--- src/rtl/sub_seq.sv ---
// -----------------------------------------------------------------------------
// sub_seq -- multi-cycle subtractor with borrow-in.
//
// The block computes d = a - b - b_in as a + ~b + ~b_in and handles STEP bits
// per clock, LSB chunk first, with a registered carry linking the chunks. A
// result takes K = WIDTH/STEP RUN cycles. It is the area-lean subtract path
// that sits beside the combinational adder in the ALU datapath.
//
// Parameters
//   WIDTH  operand / result width (default 32)
//   STEP   bits handled per cycle (default 4); must divide WIDTH
//
// Ports
//   clk    in   rising-edge clock
//   rst    in   asynchronous, active-high reset
//   start  in   request; accepted only while ready = 1
//   a      in   minuend, sampled on the accepting edge
//   b      in   subtrahend, sampled on the accepting edge
//   b_in   in   borrow-in, sampled on the accepting edge
//   ready  out  high only in IDLE
//   done   out  one-cycle pulse in the cycle the results update
//   d      out  registered difference
//   b_out  out  borrow-out
//   zero   out  d == 0                (flag build only, else 0)
//   neg    out  d[WIDTH-1]            (flag build only, else 0)
//   ovf    out  signed overflow       (flag build only, else 0)
//
// Build option
//   SUB_SEQ_FLAGS_EN  when defined, zero/neg/ovf are computed and registered.
//                     When undefined they are constant 0, and the MSB
//                     carry-in tracking is not built.
// -----------------------------------------------------------------------------
module sub_seq #(
    parameter int WIDTH = 32,
    parameter int STEP  = 4
) (
    input  logic             clk,
    input  logic             rst,
    input  logic             start,
    input  logic [WIDTH-1:0] a,
    input  logic [WIDTH-1:0] b,
    input  logic             b_in,
    output logic             ready,
    output logic             done,
    output logic [WIDTH-1:0] d,
    output logic             b_out,
    output logic             zero,
    output logic             neg,
    output logic             ovf
);

    localparam int K     = WIDTH / STEP;
    localparam int CNT_W = (K > 1) ? $clog2(K) : 1;

    typedef enum logic [1:0] {
        S_IDLE = 2'd0,
        S_RUN  = 2'd1,
        S_DONE = 2'd2
    } state_t;

    state_t             state_q;
    state_t             state_d;

    logic [CNT_W-1:0]   cnt_q;
    logic [WIDTH-1:0]   a_sh_q;
    logic [WIDTH-1:0]   b_sh_q;
    logic [WIDTH-1:0]   res_sh_q;
    logic               carry_q;
    logic [WIDTH-1:0]   d_q;
    logic               bout_q;

    logic [STEP-1:0]    a_chunk;
    logic [STEP-1:0]    nb_chunk;
    logic [STEP:0]      chunk_sum;
    logic [WIDTH-1:0]   res_next;
    logic               last_chunk;

    // ------------------------------------------------------------------
    // Chunk arithmetic
    // ------------------------------------------------------------------
    assign a_chunk   = a_sh_q[STEP-1:0];
    assign nb_chunk  = ~b_sh_q[STEP-1:0];
    assign chunk_sum = {1'b0, a_chunk} + {1'b0, nb_chunk} + {{STEP{1'b0}}, carry_q};

    // Result is assembled MSB-side and shifted right, so after K chunks the
    // first (least significant) chunk has reached bit 0.
    assign res_next  = (res_sh_q >> STEP)
                     | (WIDTH'(chunk_sum[STEP-1:0]) << (WIDTH - STEP));

    assign last_chunk = (state_q == S_RUN) && (cnt_q == CNT_W'(K - 1));

    // ------------------------------------------------------------------
    // FSM: state register
    // ------------------------------------------------------------------
    always_ff @(posedge clk or posedge rst) begin
        if (rst) begin
            state_q <= S_IDLE;
        end else begin
            state_q <= state_d;
        end
    end

    // ------------------------------------------------------------------
    // FSM: next state
    // ------------------------------------------------------------------
    always_comb begin
        state_d = state_q;
        case (state_q)
            S_IDLE:  if (start) state_d = S_RUN;
            S_RUN:   if (last_chunk) state_d = S_DONE;
            S_DONE:  state_d = S_IDLE;
            default: state_d = S_IDLE;
        endcase
    end

    // ------------------------------------------------------------------
    // FSM: outputs, decoded from the registered state only
    // ------------------------------------------------------------------
    always_comb begin
        ready = 1'b0;
        done  = 1'b0;
        case (state_q)
            S_IDLE:  ready = 1'b1;
            S_DONE:  done  = 1'b1;
            default: begin
                ready = 1'b0;
                done  = 1'b0;
            end
        endcase
    end

    // ------------------------------------------------------------------
    // Datapath registers
    // ------------------------------------------------------------------
    always_ff @(posedge clk or posedge rst) begin
        if (rst) begin
            cnt_q    <= '0;
            a_sh_q   <= '0;
            b_sh_q   <= '0;
            res_sh_q <= '0;
            carry_q  <= 1'b0;
            d_q      <= '0;
            bout_q   <= 1'b0;
        end else begin
            if (state_q == S_IDLE && start) begin
                a_sh_q  <= a;
                b_sh_q  <= b;
                // Borrow-in enters as the inverted carry of a + ~b + ~b_in.
                carry_q <= ~b_in;
                cnt_q   <= '0;
            end else if (state_q == S_RUN) begin
                a_sh_q   <= a_sh_q >> STEP;
                b_sh_q   <= b_sh_q >> STEP;
                res_sh_q <= res_next;
                carry_q  <= chunk_sum[STEP];
                cnt_q    <= cnt_q + 1'b1;
                if (last_chunk) begin
                    d_q    <= res_next;
                    bout_q <= ~chunk_sum[STEP];
                end
            end
        end
    end

    assign d     = d_q;
    assign b_out = bout_q;

`ifdef SUB_SEQ_FLAGS_EN
    logic zero_q;
    logic neg_q;
    logic ovf_q;
    logic msb_cin;

    // Carry into the MSB recovered from the MSB sum bit: s = a ^ ~b ^ cin.
    assign msb_cin = chunk_sum[STEP-1] ^ a_chunk[STEP-1] ^ nb_chunk[STEP-1];

    always_ff @(posedge clk or posedge rst) begin
        if (rst) begin
            zero_q <= 1'b0;
            neg_q  <= 1'b0;
            ovf_q  <= 1'b0;
        end else if (last_chunk) begin
            zero_q <= (res_next == '0);
            neg_q  <= res_next[WIDTH-1];
            ovf_q  <= msb_cin ^ chunk_sum[STEP];
        end
    end

    assign zero = zero_q;
    assign neg  = neg_q;
    assign ovf  = ovf_q;
`else
    assign zero = 1'b0;
    assign neg  = 1'b0;
    assign ovf  = 1'b0;
`endif

endmodule
--- config.mk ---
export PLATFORM = sky130hd
export DESIGN_NAME = sub_seq
export DESIGN_NICKNAME = d
export VERILOG_FILES = /design/src/rtl/sub_seq.sv
export SDC_FILE = /design/constraint.sdc
export NUM_CORES = 1
export LEC_CHECK = 0
export ABC_AREA = 1
export ABC_CLOCK_PERIOD_IN_PS = 4700
export CORE_UTILIZATION = 47
export DETAILED_ROUTE_END_ITERATION = 10
export GPL_TIMING_DRIVEN = 0
export PLACE_DENSITY = 0.77
export REMOVE_ABC_BUFFERS = 1
export SLEW_MARGIN = 20
export SYNTH_ARGS = -nofsm -noshare
export SYNTH_HDL_FRONTEND = slang
export SYNTH_SLANG_ARGS = --single-unit
--- constraint.sdc ---
create_clock -name clk -period 4.7 [get_ports clk]
set_input_delay 1.175 -clock clk [delete_from_list [all_inputs] [get_ports clk]]
set_output_delay 1.175 -clock clk [all_outputs]
set_load 0.005 [all_outputs]
==> impl_metrics.json <==
{
  "top_usage_layer": "met2",
  "grt_pass1_wl_mm": 18.4,
  "clockBufferDepth": 2,
  "fa_ha_area_frac": 0.0190,
  "drive_gt1_frac": 0.0552,
  "yosys-mux-area-fraction": 0,
  "path_class": "register to output port",
  "n_fill_cell": 916,
  "fin_area_um2": 7130,
  "fmax_ghz": 0.377,
  "area_leaders": "dfrtp_1 61%, nand2_1 19%, nand3_1 5.8%",
  "endpoint_kind": "output port",
  "drc_errors": 0,
  "ys_types": 18,
  "die_area_um2": 11900,
  "drv_slew": 0,
  "ys_cells": 618,
  "outcome": "completed",
  "post-cts-setup-buffers": 0,
  "switching_share": 0.340,
  "syn_area_um2": 5410,
  "finalHoldViolCount": 0,
  "htree_levels": 4,
  "use_met1": 0.247,
  "combGateArea_um2": 1810,
  "simple_gate_share": 0.257,
  "die_w_um": 109,
  "place_hpwl_mm": 6.99,
  "postPlaceCellArea_um2": 6540,
  "cts_resized": 0,
  "drt-total-wl_mm": 10.7,
  "period_needed_ns": 2.65,
  "std_cell_rows": 38,
  "drt_iter0_drc": 237,
  "use_met2": 0.332,
  "regArea_um2": 3280,
  "vias_per_cell": 4.91,
  "nets": 787,
  "top_cell_area_share": 0.606,
  "power_leakage_nw": 3.45,
  "placed_cells": 833
}
## cell type report
type	count	area share
well taps	140	0.0246
multi-input cells	416	0.253
repair buffers	107	0.159
flip-flops and latches	131	0.460
inverters	39	0.0212
clock inverters	9	0.0184
clock buffers	22	0.0637
## metrics by stage
step                      worst slack (ns)  hold slack [ns]  power [W]
final                                 2.05            0.468    0.00488
after floorplan                     0.0273            0.442    0.00289
after CTS                             2.02            0.473    0.00494
after global routing                  1.97            0.486    0.00528
after detailed placement              1.76            0.459    0.00361
after global placement               -1.54            0.453    0.00345
## worst paths after layout
| check | to | depth (start not counted) | slack (ns) | startpoint |
|---|---|---|---|---|
| setup / recovery | ready | 2 | 2.05 | state_q[1] |
| max in group asynchronous | d[27] | 3 | 2.76 | rst |
| min in group asynchronous | a_sh_q[24] | 2 | 1.21 | rst |
| hold reg to reg | a_sh_q[29] | 2 | 0.47 | a_sh_q[29] |
| setup reg to reg | b_sh_q[10] | 7 | 2.76 | state_q[0] |
| hold / removal | a_sh_q[29] | 2 | 0.47 | a_sh_q[29] |
## worst max-delay path: stages, from the launching register on
cell	delay (ns)
dfrtp_1	0.41
nor2_1	0.14
clkdlybuf4s50_1	0.52
## power by group through the flow
stage	Sequential, W	Clock, W	Combinational (W)
after floorplan	0.00186	0	0.00103
after global placement	0.00189	0	0.00156
after detailed placement	0.00191	0	0.00171
after CTS	0.00189	0.00132	0.00172
after global routing	0.00196	0.00137	0.00195
final	0.00189	0.00130	0.00169
## cells in the mapped netlist
master,instances
xor2_1,1
buf_2,16
or2_2,1
buf_4,3
a21oi_1,3
o21ai_0,55
inv_1,35
inv_2,4
ha_1,5
nor2_4,1
dfrtp_1,131
clkbuf_1,11
conb_1,1
nand2_1,279
nand3_1,63
fa_1,2
nor2_1,3
buf_6,4
==> images/metal_stack.png <==
Scale: 2 px per µm.
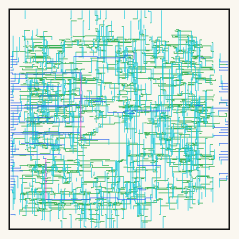
[met2] cyan | wire length: 5,140 µm
[met4] magenta | wire length: 53.7 µm
[met3] blue | wire length: 686 µm
[met1] green | wire length: 4,810 µm
vias: 4,238
average routed wire per standard cell: 12.4 µm
gr usage total: 0.201

==> images/cell_classes.png <==
Scale: 2 px per µm.
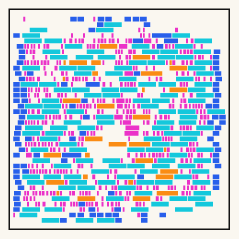
[other buffers and delay cells] blue | cells: 107
[flops] cyan | cells: 131
[clock drivers and dummy loads] orange | cells: 31
[all other logic] magenta | cells: 455
fraction of area in registers: 0.460
Core Footprint: 11,000 µm²

==> images/final_clocks.png <==
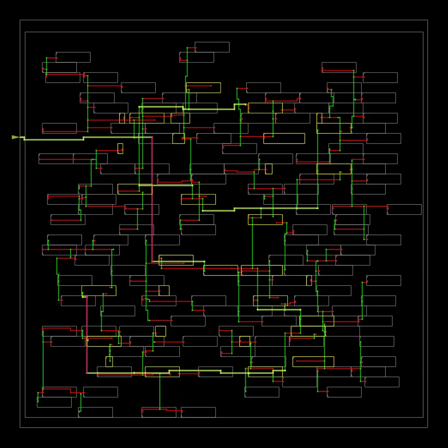
clk_lat worst skew: 0.41 ns
clock buffers: 22
# clock sinks: 131

Power is estimated from default activity; no workload was simulated.
